**src/rtl/id_ex_pipe_reg.sv**
```systemverilog
// Decode/execute stage register carrying generic ctrl/data vectors under valid/ready.
// ID_EX_SKID_EN defined: main+skid storage with registered in_ready; undefined: single entry.
module id_ex_pipe_reg #(
  parameter int unsigned CTRL_W              = 9,
  parameter int unsigned DATA_W              = 92,
  parameter bit          CLEAR_DATA_ON_FLUSH = 1'b1,
  parameter int unsigned CNT_W               = 16
) (
  input  logic              clk,
  input  logic              rst_n,
  input  logic              flush,
  input  logic              in_valid,
  output logic              in_ready,
  input  logic [CTRL_W-1:0] in_ctrl,
  input  logic [DATA_W-1:0] in_data,
  output logic              out_valid,
  input  logic              out_ready,
  output logic [CTRL_W-1:0] out_ctrl,
  output logic [DATA_W-1:0] out_data,
  output logic [CNT_W-1:0]  stall_cnt,
  input  logic              stall_clr
);

  typedef enum logic [1:0] {EMPTY = 2'd0, BUSY = 2'd1, FULL = 2'd2} state_e;

  state_e            state_q;
  logic              out_valid_q;
  logic [CTRL_W-1:0] main_ctrl_q;
  logic [DATA_W-1:0] main_data_q;
  logic [CNT_W-1:0]  stall_cnt_q, stall_cnt_d;
  logic              acc, fire;

`ifdef ID_EX_SKID_EN
  logic              in_ready_q;
  logic [CTRL_W-1:0] skid_ctrl_q;
  logic [DATA_W-1:0] skid_data_q;

  assign in_ready = in_ready_q;
`else
  // Single entry: accept only when the head leaves this cycle or is empty.
  assign in_ready = !out_valid_q || out_ready;
`endif

  assign acc  = in_valid && in_ready;
  assign fire = out_valid_q && out_ready;

  always_ff @(posedge clk or negedge rst_n) begin
    if (!rst_n) begin
      state_q     <= EMPTY;
      out_valid_q <= 1'b0;
      main_ctrl_q <= '0;
      main_data_q <= '0;
`ifdef ID_EX_SKID_EN
      in_ready_q  <= 1'b1;
      skid_ctrl_q <= '0;
      skid_data_q <= '0;
`endif
    end else if (flush) begin
      // Killed slots become bubbles; a concurrent input is dropped.
      state_q     <= EMPTY;
      out_valid_q <= 1'b0;
      main_ctrl_q <= '0;
`ifdef ID_EX_SKID_EN
      in_ready_q  <= 1'b1;
      skid_ctrl_q <= '0;
      if (CLEAR_DATA_ON_FLUSH) skid_data_q <= '0;
`endif
      if (CLEAR_DATA_ON_FLUSH) main_data_q <= '0;
    end else begin
      case (state_q)
        EMPTY: begin
          if (acc) begin
            main_ctrl_q <= in_ctrl;
            main_data_q <= in_data;
            out_valid_q <= 1'b1;
            state_q     <= BUSY;
          end
        end
        BUSY: begin
          if (acc && fire) begin
            main_ctrl_q <= in_ctrl;
            main_data_q <= in_data;
`ifdef ID_EX_SKID_EN
          end else if (acc) begin
            skid_ctrl_q <= in_ctrl;
            skid_data_q <= in_data;
            in_ready_q  <= 1'b0;
            state_q     <= FULL;
`endif
          end else if (fire) begin
            out_valid_q <= 1'b0;
            state_q     <= EMPTY;
          end
        end
`ifdef ID_EX_SKID_EN
        FULL: begin
          if (fire) begin
            main_ctrl_q <= skid_ctrl_q;
            main_data_q <= skid_data_q;
            in_ready_q  <= 1'b1;
            state_q     <= BUSY;
          end
        end
`endif
        default: begin
          state_q     <= EMPTY;
          out_valid_q <= 1'b0;
        end
      endcase
    end
  end

  // Stall counter: clear wins over increment, saturates at all-ones, ignores flush.
  always_comb begin
    stall_cnt_d = stall_cnt_q;
    if (stall_clr)
      stall_cnt_d = '0;
    else if (out_valid_q && !out_ready && (stall_cnt_q != {CNT_W{1'b1}}))
      stall_cnt_d = stall_cnt_q + CNT_W'(1);
  end

  always_ff @(posedge clk or negedge rst_n) begin
    if (!rst_n) stall_cnt_q <= '0;
    else        stall_cnt_q <= stall_cnt_d;
  end

  assign out_valid = out_valid_q;
  assign out_ctrl  = out_valid_q ? main_ctrl_q : '0;
  assign out_data  = main_data_q;
  assign stall_cnt = stall_cnt_q;

endmodule

```
**config.mk**
```make
export PLATFORM = sky130hd
export DESIGN_NAME = id_ex_pipe_reg
export DESIGN_NICKNAME = d
export VERILOG_FILES = /design/src/rtl/id_ex_pipe_reg.sv
export SDC_FILE = /design/constraint.sdc
export NUM_CORES = 1
export LEC_CHECK = 0
export CORE_MARGIN = 1.5
export CORE_UTILIZATION = 36
export DETAILED_ROUTE_END_ITERATION = 8
export HOLD_SLACK_MARGIN = 0.05
export PLACE_DENSITY = 0.76
export SLEW_MARGIN = 40
export SYNTH_ARGS = -nofsm -noshare
export SYNTH_HDL_FRONTEND = slang
export SYNTH_SLANG_ARGS = --single-unit
```
**constraint.sdc**
```tcl
create_clock -name clk -period 2.1 [get_ports clk]
set_clock_uncertainty 0.15 [all_clocks]
set_input_delay 0.315 -clock clk [delete_from_list [all_inputs] [get_ports clk]]
set_output_delay 0.315 -clock clk [all_outputs]
set_load 0.05 [all_outputs]
```
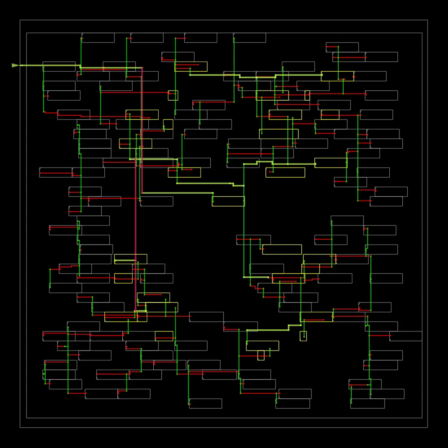
*Clock nets*
Worst-Skew Late Latency: 0.40 ns
flop count: 118
number of CTS-inserted buffers: 17
CTS sink count: 118
clk pwr: 2.95 mW

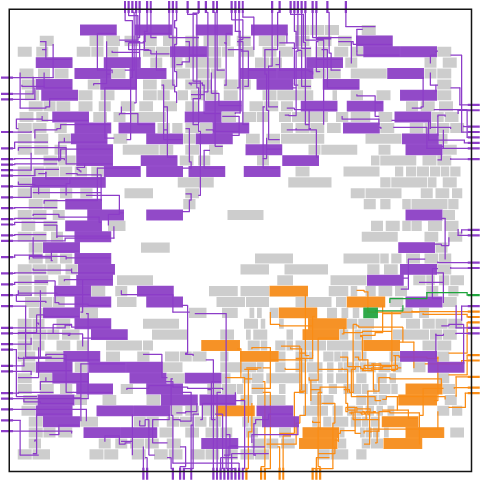
*Wires at chosen ports, followed through buffers*
Scale: 4 px per um.
Key: `out_ready` = green [bits 1, direction input, end cells 1, buffers 1, wire 31.0 um]; `stall_cnt` = orange [bits 16, direction output, end cells 16, buffers 16, wire 897 um]; `out_data` = purple [bits 92, direction output, end cells 92, buffers 92, wire 3030 um]

==> changes_impl.md <==
### Physical design

- Status: finished clean
- Fmax: 0.485 GHz
- Layout cells sized above 1: 14.5%
- Adder share: 0.276%
- CP Launch Point: out_data[85]
- Final instance area: 7770 um^2
- Unique cell types: 34
- Arr. time, crit path: 1.60 ns
- Area Growth Syn to Fin: 71.5%
- Final setup TNS: 0 ns
- Max-cap viol count: 0
- Antenna cell count: 0
- Starting Density: 37.2%
- CTS H-Tree Depth: 4
- Hold Crit Class: in -> async
- Mapped Area: 4530 um^2
- Cell area after placement: 7120 um^2
- Fin crit period: 2.06 ns
- Global route total overflow: 0
- Register area: 2970 um^2
- Synth Register Bits: 118
- Rel. slew slack: 61.8%
- Crit path largest cell delay: 0.84 ns
- Fin cells: 756
- DR DRC count: 0
- Gate Area: 1500 um^2
- Final #Nets: 685
- Routed WL: 13.1 mm
- Cell Chain, Critical Path: clkdlybuf4s50_1
- Mean Syn Cell Area: 13.4 um^2
- Tool Warnings: 27
- YS chip area: 4530 um^2
- Top-count cell post-synth: dfrtp_1
- Hold buffers post-CTS: 1
- WL per Instance: 17.3 um
- R2r worst-path depth: 5
- GRT Resource Usage Total: 20.0%
- Synth Flop Type: dfrtp_1
- Ys async rst share: 100%
- Yosys top cell area share: 65.2%
- Critical Path End Type: primary output
- Worst setup margin: 0.0398 ns
- XOR-XNOR Cells, Area Fraction: 0.193%
- I/O Pins: 226
- Post-synthesis sequential area ratio: 65.2%
- Setup Fix Bufs, Post-CTS: 0
- Top cells by count: 118 x dfrtp_1, 101 x a22o_1, 16 x buf_2
- CP required: 1.63 ns
- CP endpoint: out_data[85]
- Cell Pwr Density: 845 nW/um^2
- 1st-pass router iterations: 5
- Clk buf depth: 2
- Slew @ Worst Pin: 0.568 ns
- Crit Reg-Reg Startpoint: stall_cnt[1]
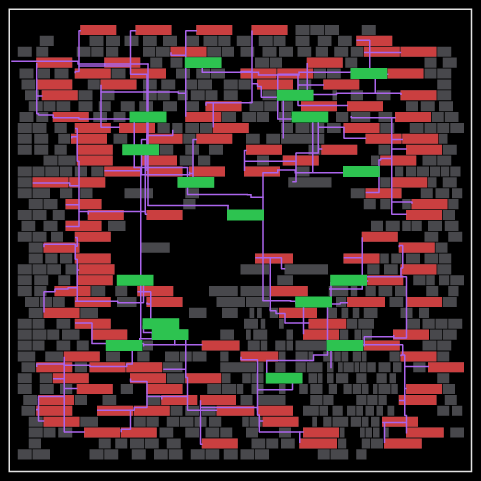
*Routed clock nets over the placement*
Scale: 4 px per um.
Key: clock wires = purple [length 1540 um]; clock drivers = green [count 17]; flip-flops = red [count 118]
There are 18 routed clock nets. Position of the flops: all over the die.
clock power share: 45.0%

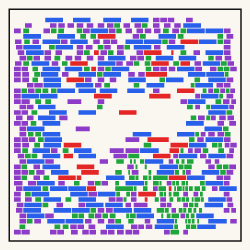
*Cell classes on the final placement*
Scale: 2 px per um.
Key: clock drivers and dummy loads = red [cells 30, share of their area 8.0%]; combinational and other logic = green [cells 194, share of their area 20%]; flops = blue [cells 118, share of their area 39%]; other buffers and delay cells = purple [cells 246, share of their area 33%]
flop share of the area: 38.2%
Core ar.: 12200 um^2
post-layout util: 63.9%
cell row count: 40

[power breakdown]
group | internal, mW | switching (mW)
clock network | 1.97 | 0.981
logic | 0.482 | 0.668
registers | 2.40 | 0.0696
total | 4.85 | 1.72
[registers in the layout (all words and copies together) (netlist names)]
name and cells:
out_data 92, stall_cnt 16, out_valid 1, main_ctrl_q 9
[layout by cell type (no fill, tap or decap), drive strengths merged]
cell and count:
a211oi 1, a21oi 10, a22o 101, a311oi 1
a31oi 1, and2 9, and2b 1, and3 1
and4 3, buf 33, bufinv 3, clkbuf 22
clkdlybuf4s50 186, clkinv 2, clkinvlp 3, dfrtp 118
dlygate4sd2 15, dlygate4sd3 1, dlymetal6s2s 11, ha 1
inv 3, mux2 4, mux2i 1, nand2 4
nand2b 2, nand3 5, nand4 5, nor2 9
nor2b 4, nor3 5, nor4 4, o2111ai 1
o21ai 5, o31ai 2, or3 6, or4 4
xor2 1
[area by class of cell]
| type | count | share of cell area [%] |
|---|---|---|
| inverters | 3 | 0.145 |
| multi-input cells | 191 | 19.3 |
| well taps | 168 | 2.71 |
| clock buffers | 22 | 6.23 |
| clock inverters | 8 | 1.58 |
| flip-flops and latches | 118 | 38.2 |
| repair buffers | 246 | 31.9 |
[per-layer routing]
metal | up-vias | global-route usage, % | wire, um
met4 | 0 | 7.57 | 177
li1 | 1774 | - | -
met2 | 196 | 31.9 | 6380
met1 | 1915 | 25.1 | 5470
met3 | 15 | 7.06 | 1060
met5 | - | 0 | 0
[stage by stage]
stage | hold WS, ns | total power [mW]
floorplan | -0.131 | 3.09
global placement | 0.171 | 3.64
detailed placement | 0.175 | 3.66
CTS | 0.288 | 6.65
global route | 0.337 | 6.81
finish | 0.286 | 6.57
No activity file was given, so power comes from the tool's default toggle rates.
